==> config.mk <==
export PLATFORM = sky130hd
export DESIGN_NAME = alu_issue_queue
export DESIGN_NICKNAME = d
export VERILOG_FILES = /design/src/rtl/alu_issue_queue.sv
export SDC_FILE = /design/constraint.sdc
export NUM_CORES = 1
export LEC_CHECK = 0
export CORE_UTILIZATION = 25
export CTS_CLUSTER_SIZE = 30
export DETAILED_ROUTE_END_ITERATION = 8
export GPL_ROUTABILITY_DRIVEN = 0
export SYNTH_ARGS = -nofsm -noshare
export SYNTH_HDL_FRONTEND = slang
export SYNTH_SLANG_ARGS = --single-unit
==> constraint.sdc <==
create_clock -name clk -period 2.7 [get_ports clk]
set_input_delay 0.54 -clock clk [delete_from_list [all_inputs] [get_ports clk]]
set_output_delay 0.54 -clock clk [all_outputs]
set_load 0.02 [all_outputs]
### Clock routing, run 1

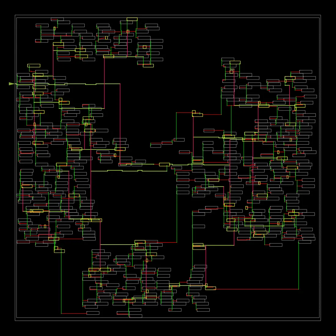
Worst Clk Skew: 0.0229 ns
total clock network power: 6.86 mW
clock buffer count in the final layout: 66
Seq cells: 452

### Flops by top-level scope, run 1

(1 px per micron) Other sequential cells in the stronger gray, the rest of the logic in the fainter gray.
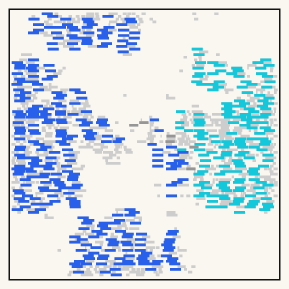
Key: u_cmd_fifo = blue [sequential cells 291]; u_rsp_fifo = cyan [sequential cells 155]
Another 6 sequential cells are not colored.
floorplan die area: 72300 sq um
final cell utilization of the core: 33.5%
count of placed standard cells in the final layout, fillers left out: 2052

### Metal 4, run 1

(1.5 px per micron) Supply wires on this layer in gray. Cells faint in the background.
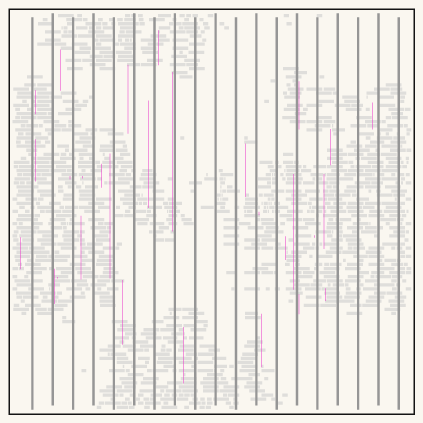
11 nets have wire on it. The layer holds 2.3% of the routed length. The wires run mostly vertical. The longest straight run is 106 microns. The layer carries 897 microns of wire.
final routed wirelength across all metal layers: 39800 microns
via count: 8405

### M3 wires, run 1

(2 px per micron) Cells faint in the background.
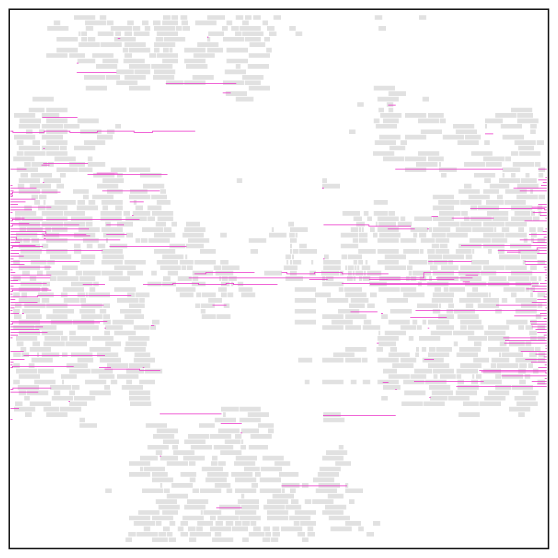
The wires run mostly horizontal. The layer carries 3090 microns of wire. The layer holds 7.8% of the routed length. 153 nets have wire on it. The longest straight run is 118 microns.
met3 global-route usage: 4.03%

==> flow_summary.ini, run 1 <==
; generated from flow reports
[global_route]
busiest_layer = met2
track_usage_pct = 11.0
grt_first_pass_wirelength_microns = 58600
grt_start_max_net_pins = 49
grt.overflow.total = 0
grt_antenna_before_repair = 6

[synthesis]
synth.net_count = 957
synth_mux_share_pct = 14.2
xor_share_pct = 0.590
synthSimpleGateAreaFrac_pct = 4.23
aoi_share_pct = 0.204
ys_async_sr_fraction_pct = 4.42
synth_cells = 837
synthFlopType = edfxtp_1
synth.cellmix.adderShare_pct = 0.927

[status]
status = finished, violations left
violations = setup timing

[power_and_ir_drop]
power.internal_mw = 19.7
switching_part_of_the_total_pct = 30.6
finalPower_mw = 28.4
combinationalPowerShare_pct = 43.0
seq_power_mw = 9.34
max-vdd-ir-drop_mv = 0.714
leakage_nw = 7.99
top_power_group = combinational cells
total_switching_power_mw = 8.71

[finish]
largest_register_ffs = 284
drive_above_1_share_pct = 42.2
layout_top_cell = edfxtp_1
commonest_cells_after_routing_fill_and_taps_aside = edfxtp_1 (432), mux4_2 (108), clkdlybuf4s50_1 (108), and2_4 (96), buf_6 (93)
layout-area-overhead-vs-synth_pct = 32.2
post-route-cell-area_sq_um = 23500
fillers = 6593

[critical_path]
slowest_stage = mux4_2
cpMostUsedCell = buf_6
timing.critical_path.required_ns = 2.16
worstPathArrival_ns = 2.21
cp_num_buf_inv = 3
critical_path.max_fanout = 6
ff2ff_setup_slack_ns = 0.31
startpoint_type = register
cp_slowest_stage_delay_ns = 0.55
worst_path_dominant_cell_family = multiplexers
worst_r2r_path_depth = 7
timing.critical_path.to_type = primary output

[cts]
htree_levels = 2
clkTransAtPathRegs_ns = 0.06
postCtsSetupRepairBufs = 17

[floorplan]
die_w_microns = 269
die_span_in_y_microns = 269

[drt]
vias_per_cell = 4.10
ant_nets = 0
met3_wire_length_microns = 3090
post_drt_wl_per_cell_microns = 19.4
detailedRoute.firstIterationViolations = 375

[sta]
final_tns_setup_ns = -0.404
finalCriticalPeriod_ns = 2.75
finalWorstSetupSlack_ns = -0.0529
timing.final.setup_violations = 32
share_of_the_clock_period_used_by_the_worst_path_pct = 102

[placement]
dp.final_hpwl_microns = 23400
post-place-ws_ns = 0.0675
placement.io_buffers = 214
placed_cells = 1929

[run]
log.warning_count = 34
## run 1: synthesized netlist by cell type (4+ instances only)
library cell / number / area [sq um]
dfrtp_1: 20 / 500
xnor2_1: 8 / 70.1
buf_4: 72 / 541
buf_2: 10 / 50.1
xor2_1: 4 / 35.0
mux4_2: 105 / 2360
edfxtp_1: 432 / 13000
and2_1: 113 / 707
buf_6: 4 / 45.0
mux2_2: 6 / 67.6
ha_1: 10 / 125
clkbuf_1: 17 / 63.8
inv_1: 15 / 56.3
## run 1: layout make-up
| cell class | instances | share of cell area, % |
|---|---|---|
| sequential | 452 | 57.3 |
| multi-input combinational | 267 | 16.3 |
| timing repair buffer | 280 | 14.1 |
| clock buffer | 66 | 5.84 |
| tap | 940 | 5.00 |
| clock inverter | 30 | 1.26 |
| inverter | 15 | 0.239 |
| antenna | 2 | 0.0213 |
## Run 2: what changed since run 1
--- a/config.mk
+++ b/config.mk
@@ -8,7 +8,7 @@
 export CORE_UTILIZATION = 25
 export CTS_CLUSTER_SIZE = 30
 export DETAILED_ROUTE_END_ITERATION = 8
-export GPL_ROUTABILITY_DRIVEN = 0
+export GPL_ROUTABILITY_DRIVEN = 1
 export SYNTH_ARGS = -nofsm -noshare
 export SYNTH_HDL_FRONTEND = slang
 export SYNTH_SLANG_ARGS = --single-unit
### Pin placement, run 2

(1.5 px per micron) Pins as bars across the die edge, other pins in gray.
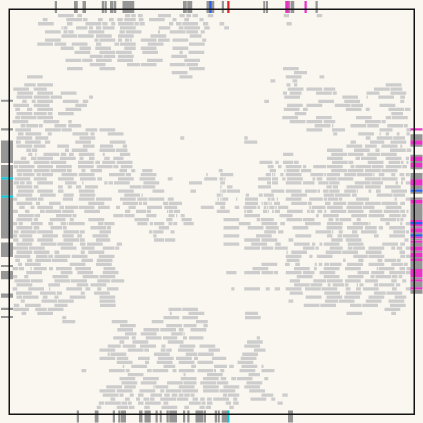
Key: rsp_result = magenta [pins 32, direction output, edge 29 right, 3 top]; cmd_op = cyan [pins 3, direction input, edge 2 left, 1 bottom]; cmd_valid = red [pins 1, direction input, edge top]; cmd_tag = blue [pins 4, direction input, edge 3 right, 1 top]
All pins by edge: 71 right, 65 left, 40 bottom, 39 top.
die span in y: 269 microns
count of buffers from port buffering: 214
Die Wd: 269 microns

### M3 wires, run 2

(2 px per micron) Cells faint in the background.
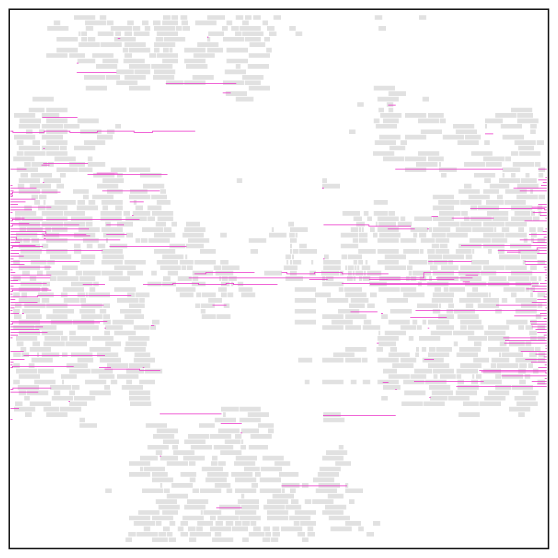
The layer carries 3090 microns of wire. The longest straight run is 118 microns. 153 nets have wire on it. The layer holds 7.8% of the routed length. The wires run mostly horizontal.

==> flow_summary.ini, run 2 <==
; generated from flow reports
[cts]
htree_levels = 2
postCtsSetupRepairBufs = 17
clkTransAtPathRegs_ns = 0.06

[critical_path]
ff2ff_setup_slack_ns = 0.31
cp_slowest_stage_delay_ns = 0.55
timing.critical_path.required_ns = 2.16
worst_path_dominant_cell_family = multiplexers
slowest_stage = mux4_2
startpoint_type = register
path_depth = 5
cpMostUsedCell = buf_6
critical_path.max_fanout = 6
worstPathArrival_ns = 2.21
timing.critical_path.to_type = primary output
cp_num_buf_inv = 3
worst_r2r_path_depth = 7

[sta]
final_tns_setup_ns = -0.404
finalCriticalPeriod_ns = 2.75
worst_clk_skew_ns = 0.0229
share_of_the_clock_period_used_by_the_worst_path_pct = 102
timing.final.setup_violations = 32
finalWorstSetupSlack_ns = -0.0529

[drt]
first_pass_iteration_count_of_the_detailed_router = 6
detail_route.wirelength_microns = 39800
vias = 8405
post_drt_wl_per_cell_microns = 19.4
vias_per_cell = 4.10
drcViolationCount = 0
detailedRoute.firstIterationViolations = 375
ant_nets = 0

[finish]
layout-area-overhead-vs-synth_pct = 32.2
largest_register_ffs = 284
layout_top_cell = edfxtp_1
post-route-cell-area_sq_um = 23500
drive_above_1_share_pct = 42.2
fillers = 6593
finish.utilization_pct = 33.5
commonest_cells_after_routing_fill_and_taps_aside = edfxtp_1 (432), mux4_2 (108), clkdlybuf4s50_1 (108), and2_4 (96), buf_6 (93)
final-instance-count-excl-fill = 2052

[power_and_ir_drop]
switching_part_of_the_total_pct = 30.6
finalPower_mw = 28.4
combinationalPowerShare_pct = 43.0
total_switching_power_mw = 8.71
powerDensity_nw_per_um2 = 1210
total_clock_network_power_mw = 6.86
top_power_group = combinational cells
seq_power_mw = 9.34
leakage_nw = 7.99
power.internal_mw = 19.7
max-vdd-ir-drop_mv = 0.714

[synthesis]
netlist_top_cells_count = edfxtp_1 (432), and2_1 (113), mux4_2 (105)
synth.cellmix.adderShare_pct = 0.927
post-synth-top-count-cell = edfxtp_1
netlist_top_cells_area = edfxtp_1 (73%), mux4_2 (13%), and2_1 (4.0%)
post-synth-top-area-cell = edfxtp_1
ys_async_sr_fraction_pct = 4.42
xor_share_pct = 0.590
synth_cells = 837
aoi_share_pct = 0.204
yosys.area.top_type_share_pct = 72.8
syn_avg_cell_area_sq_um = 21.3
synth_mux_share_pct = 14.2
synthFlopType = edfxtp_1
synthSimpleGateAreaFrac_pct = 4.23
synth.net_count = 957

[status]
status = finished, violations left
violations = setup timing

[floorplan]
rows = 97
floorplan.core_util_pct = 25.3
chip_area_sq_um = 72300

[placement]
dp.final_hpwl_microns = 23400
placed_cells = 1929
gp_congestion = 0.684
post-place-ws_ns = 0.0675

[global_route]
grt_antenna_before_repair = 6
grt_start_max_net_pins = 49
track_usage_pct = 11.0
grt.overflow.total = 0
grt_first_pass_wirelength_microns = 58600

[run]
log.warning_count = 34
### Metal 4, run 2

(1.5 px per micron) Supply wires on this layer in gray. Cells faint in the background.
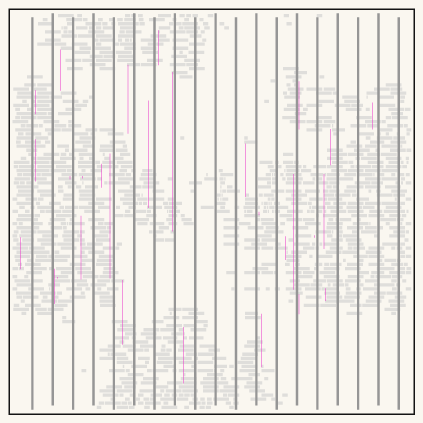
The longest straight run is 106 microns. The layer carries 897 microns of wire. 11 nets have wire on it.

run 2: cell counts after synthesis:
Identical to the previous run, type by type.
run 2: routing by layer:
metal  global-route usage, %  routed length, microns  vias to the layer above
met1                    13.6                   16700                     4381
met5                       0                      58                        -
met3                    4.03                    3090                       66
met4                    3.46                     896                       10
met2                    17.9                   19000                      228
li1                        -                       -                     3720
run 2: layout make-up:
| class | count | area, sq um | share of cell area (%) |
|---|---|---|---|
| tap | 940 | 1180 | 5.00 |
| timing repair buffer | 280 | 3310 | 14.1 |
| clock buffer | 66 | 1380 | 5.84 |
| sequential | 452 | 13500 | 57.3 |
| multi-input combinational | 267 | 3830 | 16.3 |
| clock inverter | 30 | 298 | 1.26 |
| inverter | 15 | 56.3 | 0.239 |
| antenna | 2 | 5.00 | 0.0213 |
Power figures rest on the tool's default switching activity, not on a simulated workload.
